logic_types.png
(4 px per um)
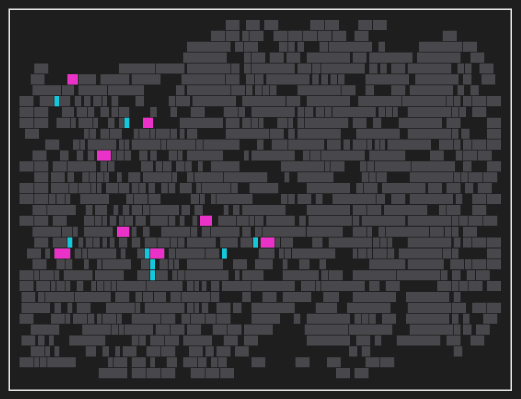
congestion.png
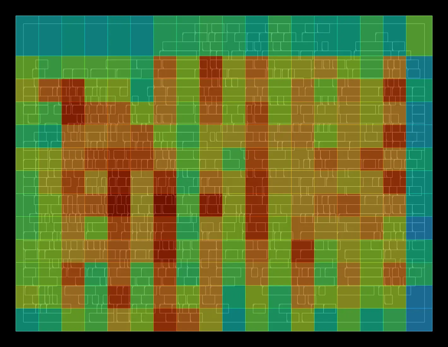
$ cat src/rtl/rom_axi_pkg.sv
// Shared types and the burst address helper for the ROM AXI read slave.
package rom_axi_pkg;

  typedef enum logic [1:0] {
    B_FIXED = 2'b00,
    B_INCR  = 2'b01,
    B_WRAP  = 2'b10,
    B_RSVD  = 2'b11
  } burst_e;

  typedef enum logic [1:0] {
    R_OKAY   = 2'b00,
    R_EXOKAY = 2'b01,
    R_SLVERR = 2'b10,
    R_DECERR = 2'b11
  } resp_e;

  typedef enum logic {
    S_IDLE  = 1'b0,
    S_BURST = 1'b1
  } state_e;

  localparam int unsigned NA_W = 32;

  // Word-granular next beat address; callers truncate to the ROM width.
  function automatic logic [NA_W-1:0] next_addr(
    input logic [NA_W-1:0] addr,
    input logic [NA_W-1:0] len,
    input burst_e          burst
  );
    logic [NA_W-1:0] n;
    n = addr;
    unique case (burst)
      B_INCR:  n = addr + 32'd1;
      B_WRAP:  n = (addr & ~len) | ((addr + 32'd1) & len);
      default: n = addr;
    endcase
    return n;
  endfunction

endpackage

$ cat src/rtl/rom_axi_rd_slave_if.sv
// AXI read-address / read-data channel bundle for the ROM read slave.
interface rom_axi_rd_slave_if #(
  parameter int ID_W   = 8,
  parameter int ADDR_W = 32,
  parameter int DATA_W = 32,
  parameter int LEN_W  = 4
);
  logic [ID_W-1:0]   ARID_S;
  logic [ADDR_W-1:0] ARADDR_S;
  logic [LEN_W-1:0]  ARLEN_S;
  logic [2:0]        ARSIZE_S;
  logic [1:0]        ARBURST_S;
  logic              ARVALID_S;
  logic              ARREADY_S;
  logic [ID_W-1:0]   RID_S;
  logic [DATA_W-1:0] RDATA_S;
  logic [1:0]        RRESP_S;
  logic              RLAST_S;
  logic              RVALID_S;
  logic              RREADY_S;

  modport slave (
    input  ARID_S, ARADDR_S, ARLEN_S, ARSIZE_S,
    input  ARBURST_S, ARVALID_S, RREADY_S,
    output ARREADY_S, RID_S, RDATA_S, RRESP_S,
    output RLAST_S, RVALID_S
  );

  modport master (
    output ARID_S, ARADDR_S, ARLEN_S, ARSIZE_S,
    output ARBURST_S, ARVALID_S, RREADY_S,
    input  ARREADY_S, RID_S, RDATA_S, RRESP_S,
    input  RLAST_S, RVALID_S
  );
endinterface

$ cat src/rtl/rom_rd_buf.sv
// Two-entry fall-through FIFO for read beats; an empty buffer passes the
// incoming beat straight to the output so ROM data reaches R in one cycle.
module rom_rd_buf #(
  parameter int W = 35
) (
  input  logic         clk_i,
  input  logic         rst_i,
  input  logic         in_valid_i,
  input  logic [W-1:0] in_data_i,
  output logic         out_valid_o,
  output logic [W-1:0] out_data_o,
  input  logic         out_ready_i,
  output logic [1:0]   count_o
);

  logic [W-1:0] mem_q [2];
  logic         wr_q, wr_d;
  logic         rd_q, rd_d;
  logic [1:0]   cnt_q, cnt_d;
  logic         empty;
  logic         bypass;
  logic         push;
  logic         pop;

  always_comb begin
    empty  = (cnt_q == 2'd0);
    bypass = in_valid_i && empty && out_ready_i;
    push   = in_valid_i && !bypass;
    pop    = out_ready_i && !empty;
    wr_d   = push ? ~wr_q : wr_q;
    rd_d   = pop ? ~rd_q : rd_q;
    cnt_d  = cnt_q + {1'b0, push} - {1'b0, pop};
  end

  assign out_valid_o = !empty || in_valid_i;
  assign out_data_o  = !empty    ? mem_q[rd_q] :
                       in_valid_i ? in_data_i  : '0;
  assign count_o     = cnt_q;

  always_ff @(posedge clk_i) begin
    if (rst_i) begin
      wr_q  <= 1'b0;
      rd_q  <= 1'b0;
      cnt_q <= 2'd0;
    end else begin
      if (push) mem_q[wr_q] <= in_data_i;
      wr_q  <= wr_d;
      rd_q  <= rd_d;
      cnt_q <= cnt_d;
    end
  end

endmodule

$ cat src/rtl/rom_axi_rd_slave.sv
// AXI read-only slave in front of a synchronous ROM (FIXED/INCR/WRAP).
// Define ROM_PARITY_EN to add the DP byte-parity input and its check.
module rom_axi_rd_slave
  import rom_axi_pkg::*;
#(
  parameter  int ID_W   = 8,
  parameter  int ADDR_W = 32,
  parameter  int DATA_W = 32,
  parameter  int LEN_W  = 4,
  parameter  int DEPTH  = 4096,
  localparam int LSB    = $clog2(DATA_W / 8),
  localparam int AW     = $clog2(DEPTH)
) (
  input  logic              ACLK,
  input  logic              ARESET,
  rom_axi_rd_slave_if.slave s,
  output logic              OE,
  output logic              CS,
  output logic [AW-1:0]     A,
  input  logic [DATA_W-1:0] DO
`ifdef ROM_PARITY_EN
  ,
  input  logic [DATA_W/8-1:0] DP
`endif
);

  localparam int BW = DATA_W + 3;

  state_e            state_q, state_d;
  logic              arready_q, arready_d;
  logic [ID_W-1:0]   id_q, id_d;
  logic [AW-1:0]     addr_q, addr_d;
  logic [LEN_W-1:0]  len_q, len_d;
  burst_e            burst_q, burst_d;
  resp_e             err_q, err_d;
  logic [LEN_W-1:0]  beat_q, beat_d;
  logic              done_q, done_d;
  logic              infl_q, infl_d;
  logic              infl_last_q, infl_last_d;
  resp_e             infl_resp_q, infl_resp_d;

  logic              ar_hs;
  logic              last_hs;
  logic              issue;
  logic [1:0]        buf_cnt;
  logic              slv;
  logic              dec;
  logic              wrap_ok;
  resp_e             ar_resp;
  resp_e             cap_resp;
  logic [DATA_W-1:0] cap_data;
  logic [BW-1:0]     buf_in;
  logic [BW-1:0]     buf_out;
  logic              par_bad;

  // Burst-wide error class decided once from the AR fields.
  always_comb begin
    wrap_ok = (s.ARLEN_S != '0) &&
              ((s.ARLEN_S & (s.ARLEN_S + LEN_W'(1))) == '0);
    slv = (s.ARSIZE_S > 3'(LSB)) ||
          (s.ARBURST_S == 2'b11) ||
          ((s.ARBURST_S == 2'b10) && !wrap_ok);
    dec = (s.ARADDR_S >> (LSB + AW)) != '0;
    ar_resp = R_OKAY;
    unique case (1'b1)
      slv:         ar_resp = R_SLVERR;
      !slv && dec: ar_resp = R_DECERR;
      default:     ar_resp = R_OKAY;
    endcase
  end

  always_comb begin
    ar_hs   = s.ARVALID_S && arready_q;
    last_hs = s.RVALID_S && s.RREADY_S && s.RLAST_S;
    issue   = (state_q == S_BURST) && !done_q &&
              (({1'b0, buf_cnt} + {2'b00, infl_q}) < 3'd2);
  end

  always_comb begin
    state_d     = state_q;
    id_d        = id_q;
    addr_d      = addr_q;
    len_d       = len_q;
    burst_d     = burst_q;
    err_d       = err_q;
    beat_d      = beat_q;
    done_d      = done_q;
    unique case (state_q)
      S_IDLE: begin
        if (ar_hs) begin
          state_d = S_BURST;
          id_d    = s.ARID_S;
          addr_d  = s.ARADDR_S[LSB +: AW];
          len_d   = s.ARLEN_S;
          burst_d = burst_e'(s.ARBURST_S);
          err_d   = ar_resp;
          beat_d  = '0;
          done_d  = 1'b0;
        end
      end
      S_BURST: begin
        if (issue) begin
          addr_d = AW'(next_addr(NA_W'(addr_q),
                                 NA_W'(len_q), burst_q));
          beat_d = beat_q + LEN_W'(1);
          done_d = (beat_q == len_q);
        end
        if (last_hs) state_d = S_IDLE;
      end
      default: state_d = S_IDLE;
    endcase
    arready_d   = (state_d == S_IDLE);
    infl_d      = issue;
    infl_last_d = (beat_q == len_q);
    infl_resp_d = err_q;
  end

  assign CS = issue && (err_q == R_OKAY);
  assign OE = CS;
  assign A  = addr_q;

  always_comb begin
    par_bad = 1'b0;
`ifdef ROM_PARITY_EN
    for (int i = 0; i < DATA_W / 8; i++) begin
      if (DP[i] != ^DO[8*i +: 8]) par_bad = 1'b1;
    end
`endif
    cap_resp = infl_resp_q;
    if ((infl_resp_q == R_OKAY) && par_bad) cap_resp = R_SLVERR;
    cap_data = (infl_resp_q == R_OKAY) ? DO : '0;
    buf_in   = {cap_data, cap_resp, infl_last_q};
  end

  rom_rd_buf #(
    .W(BW)
  ) u_buf (
    .clk_i      (ACLK),
    .rst_i      (ARESET),
    .in_valid_i (infl_q),
    .in_data_i  (buf_in),
    .out_valid_o(s.RVALID_S),
    .out_data_o (buf_out),
    .out_ready_i(s.RREADY_S),
    .count_o    (buf_cnt)
  );

  assign s.RDATA_S   = buf_out[BW-1:3];
  assign s.RRESP_S   = buf_out[2:1];
  assign s.RLAST_S   = buf_out[0];
  assign s.RID_S     = id_q;
  assign s.ARREADY_S = arready_q;

  always_ff @(posedge ACLK) begin
    if (ARESET) begin
      state_q     <= S_IDLE;
      arready_q   <= 1'b0;
      id_q        <= '0;
      addr_q      <= '0;
      len_q       <= '0;
      burst_q     <= B_FIXED;
      err_q       <= R_OKAY;
      beat_q      <= '0;
      done_q      <= 1'b0;
      infl_q      <= 1'b0;
      infl_last_q <= 1'b0;
      infl_resp_q <= R_OKAY;
    end else begin
      state_q     <= state_d;
      arready_q   <= arready_d;
      id_q        <= id_d;
      addr_q      <= addr_d;
      len_q       <= len_d;
      burst_q     <= burst_d;
      err_q       <= err_d;
      beat_q      <= beat_d;
      done_q      <= done_d;
      infl_q      <= infl_d;
      infl_last_q <= infl_last_d;
      infl_resp_q <= infl_resp_d;
    end
  end

endmodule

$ cat src/flat_wrapper.sv
// flat-port wrapper written by rule: the top's interface ports become plain ports
module rom_axi_rd_slave_flat import rom_axi_pkg::*;
#(
  parameter  int ID_W   = 8,
  parameter  int ADDR_W = 32,
  parameter  int DATA_W = 32,
  parameter  int LEN_W  = 4,
  parameter  int DEPTH  = 4096,
  localparam int LSB    = $clog2(DATA_W / 8),
  localparam int AW     = $clog2(DEPTH)
)
  (ACLK, ARESET, OE, CS, A, DO, s_ARID_S, s_ARADDR_S, s_ARLEN_S, s_ARSIZE_S, s_ARBURST_S, s_ARVALID_S, s_RREADY_S, s_ARREADY_S, s_RID_S, s_RDATA_S, s_RRESP_S, s_RLAST_S, s_RVALID_S);
  rom_axi_rd_slave_if #(.ID_W(ID_W), .ADDR_W(ADDR_W), .DATA_W(DATA_W), .LEN_W(LEN_W)) s_i ();
  input  logic ACLK;
  input  logic ARESET;
  output logic OE;
  output logic CS;
  output logic [AW-1:0] A;
  input  logic [DATA_W-1:0] DO;
  input wire logic [$bits(s_i.ARID_S)-1:0] s_ARID_S;
  input wire logic [$bits(s_i.ARADDR_S)-1:0] s_ARADDR_S;
  input wire logic [$bits(s_i.ARLEN_S)-1:0] s_ARLEN_S;
  input wire logic [$bits(s_i.ARSIZE_S)-1:0] s_ARSIZE_S;
  input wire logic [$bits(s_i.ARBURST_S)-1:0] s_ARBURST_S;
  input wire logic [$bits(s_i.ARVALID_S)-1:0] s_ARVALID_S;
  input wire logic [$bits(s_i.RREADY_S)-1:0] s_RREADY_S;
  output wire logic [$bits(s_i.ARREADY_S)-1:0] s_ARREADY_S;
  output wire logic [$bits(s_i.RID_S)-1:0] s_RID_S;
  output wire logic [$bits(s_i.RDATA_S)-1:0] s_RDATA_S;
  output wire logic [$bits(s_i.RRESP_S)-1:0] s_RRESP_S;
  output wire logic [$bits(s_i.RLAST_S)-1:0] s_RLAST_S;
  output wire logic [$bits(s_i.RVALID_S)-1:0] s_RVALID_S;
  assign s_i.ARID_S = s_ARID_S;
  assign s_i.ARADDR_S = s_ARADDR_S;
  assign s_i.ARLEN_S = s_ARLEN_S;
  assign s_i.ARSIZE_S = s_ARSIZE_S;
  assign s_i.ARBURST_S = s_ARBURST_S;
  assign s_i.ARVALID_S = s_ARVALID_S;
  assign s_i.RREADY_S = s_RREADY_S;
  assign s_ARREADY_S = s_i.ARREADY_S;
  assign s_RID_S = s_i.RID_S;
  assign s_RDATA_S = s_i.RDATA_S;
  assign s_RRESP_S = s_i.RRESP_S;
  assign s_RLAST_S = s_i.RLAST_S;
  assign s_RVALID_S = s_i.RVALID_S;
  rom_axi_rd_slave #(.ID_W(ID_W), .ADDR_W(ADDR_W), .DATA_W(DATA_W), .LEN_W(LEN_W), .DEPTH(DEPTH)) u_core (.ACLK(ACLK), .ARESET(ARESET), .s(s_i), .OE(OE), .CS(CS), .A(A), .DO(DO));
endmodule
$ cat config.mk
export PLATFORM = sky130hd
export DESIGN_NAME = rom_axi_rd_slave_flat
export DESIGN_NICKNAME = d
export VERILOG_FILES = /design/src/rtl/rom_axi_pkg.sv /design/src/rtl/rom_axi_rd_slave_if.sv /design/src/rtl/rom_rd_buf.sv /design/src/rtl/rom_axi_rd_slave.sv /design/src/flat_wrapper.sv
export SDC_FILE = /design/constraint.sdc
export NUM_CORES = 1
export LEC_CHECK = 0
export CAP_MARGIN = 10
export CORE_ASPECT_RATIO = 0.75
export CORE_MARGIN = 2
export CORE_UTILIZATION = 48
export CTS_CLUSTER_DIAMETER = 40
export DETAILED_ROUTE_END_ITERATION = 10
export GPL_ROUTABILITY_DRIVEN = 0
export GPL_TIMING_DRIVEN = 0
export MAX_ROUTING_LAYER = met4
export PLACE_DENSITY = 0.83
export SLEW_MARGIN = 5
export SYNTH_ARGS = -nofsm -noshare
export SYNTH_HDL_FRONTEND = slang
export SYNTH_HIERARCHICAL = 1
export SYNTH_SLANG_ARGS = --single-unit
$ cat constraint.sdc
create_clock -name ACLK -period 4.9 [get_ports ACLK]
set_input_delay 0.735 -clock ACLK [delete_from_list [all_inputs] [get_ports ACLK]]
set_output_delay 0.735 -clock ACLK [all_outputs]
set_load 0.005 [all_outputs]
==> summary.txt <==
Entry: Yosys synthesis followed by OpenROAD place and route.

Status:
- The run finished with clean final reports.

Layout:
- The run gives the largest register by flop count as u_core/u_buf/mem_q.
- In the finished design the tool counted flip-flops and latches totalling 114.
- Leaving out the clock tree, the finished layout contains a buffer count of 178.

Logic synthesis:
- The run gives the yosys warning tally as 6.
- The synthesis report gives the async set-or-reset register share as 0%.
- The synthesized design contains 114 register bits.
- The synthesized design spends more area on one cell type than any other, namely sky130_fd_sc_hd__edfxtp_1.

Place:
- Summing all placed instances gives a cell area of 6940 um^2.

Floorplanning:
- The run gives the number of cell rows as 33.
- The run puts the die width at 125 um.
- The run puts the total die size at 11900 um^2.

STA:
- The run gives the total of endpoints with negative setup slack in the final report as 0.
- The run puts the count of final hold-check violations at 0.
- Dividing the final minimum period by the clock period gives 65.2%.
- The run gives the transition time of the tightest slew-check pin as 0.867 ns.

Clock network:
- Looking at the clock tree report, the root buffer type is sky130_fd_sc_hd__clkbuf_16.
- The run gives the count of buffers added by post-CTS timing repair for setup as 0.
- The run puts the clock latency on the worst-skew pair at about 0.4 ns.

Routing:
- The run puts the overall via count from detail_route at 4585.

GRT:
- The run gives the total grt overflow as 0.

Power:
- The run gives the power per unit of standard cell area as 386 nW/um^2.

Worst setup path:
- The report puts the cell count of the worst reg-to-reg path at 5.
-- logic_types.png (at the start) --
legend:
  magenta:
    family: AND-OR and OR-AND gates
    cells: 8
  cyan:
    family: inverters
    cells: 8

-- congestion.png (at the start) --
post-layout utilization of the core: 69.5%
met2 GRT Util: 39.9%
routing usage on met1: 30.9%
final routed wire length divided by cell count: 16.8 um

[cells by family (layout without fill, tap and decap cells)]
logic type | after synthesis | count (layout) | share of synthesized area (%)
buf+inv | 39 | 217 | 3.43
fa+ha+maj | 4 | 4 | 0.947
simple gates | 187 | 187 | 18.4
flops | 114 | 114 | 56.5
compound gates | 109 | 109 | 12.3
xor+xnor | 8 | 8 | 1.33
mux | 37 | 37 | 7.10
[power by group through the flow]
stage	Clock, W	Sequential, W	Combinational (W)
6_report	0.00119	0.00109	0.000625
5_1_grt	0.00124	0.00109	0.000677
2_1_floorplan	0	0.00110	0.000309
4_1_cts	0.00120	0.00109	0.000625
3_3_place_gp	0	0.00110	0.000602
3_5_place_dp	0	0.00111	0.000620
[worst min-delay path by stage]
stage                             from  slack [ns]                        to  cells past startpoint
CTS                  u_core/s.RID_S[6]        0.46         u_core/s.RID_S[6]                      2
finish               u_core/s.RID_S[6]        0.46         u_core/s.RID_S[6]                      2
global route         u_core/s.RID_S[3]        0.48         u_core/s.RID_S[3]                      2
detailed placement   u_core/s.RID_S[4]        0.45         u_core/s.RID_S[4]                      2
global placement     u_core/s.RID_S[6]        0.44         u_core/s.RID_S[6]                      2
floorplan           u_core/infl_last_q        0.43  u_core/u_buf/mem_q[0][0]                      0
[layer usage]
metal	up-vias	track usage, %	part of all wire (%)
li1	2154	-	-
met1	2174	30.9	42
met2	245	39.9	48
met3	12	6.06	9.1
met4	0	6.11	0.92
met5	-	-	0
[per-stage QoR]
| step | instances | utilization (%) | hold slack (ns) |
|---|---|---|---|
| finish | 816 | 69.5 | 0.456 |
| global route | 816 | 69.5 | 0.479 |
| CTS | 816 | 69.5 | 0.457 |
| detailed placement | 785 | 64.2 | 0.450 |
| global placement | 779 | 63.5 | 0.441 |
| floorplan | 498 | - | 0.426 |
Power figures rest on the tool's default switching activity, not on a simulated workload.
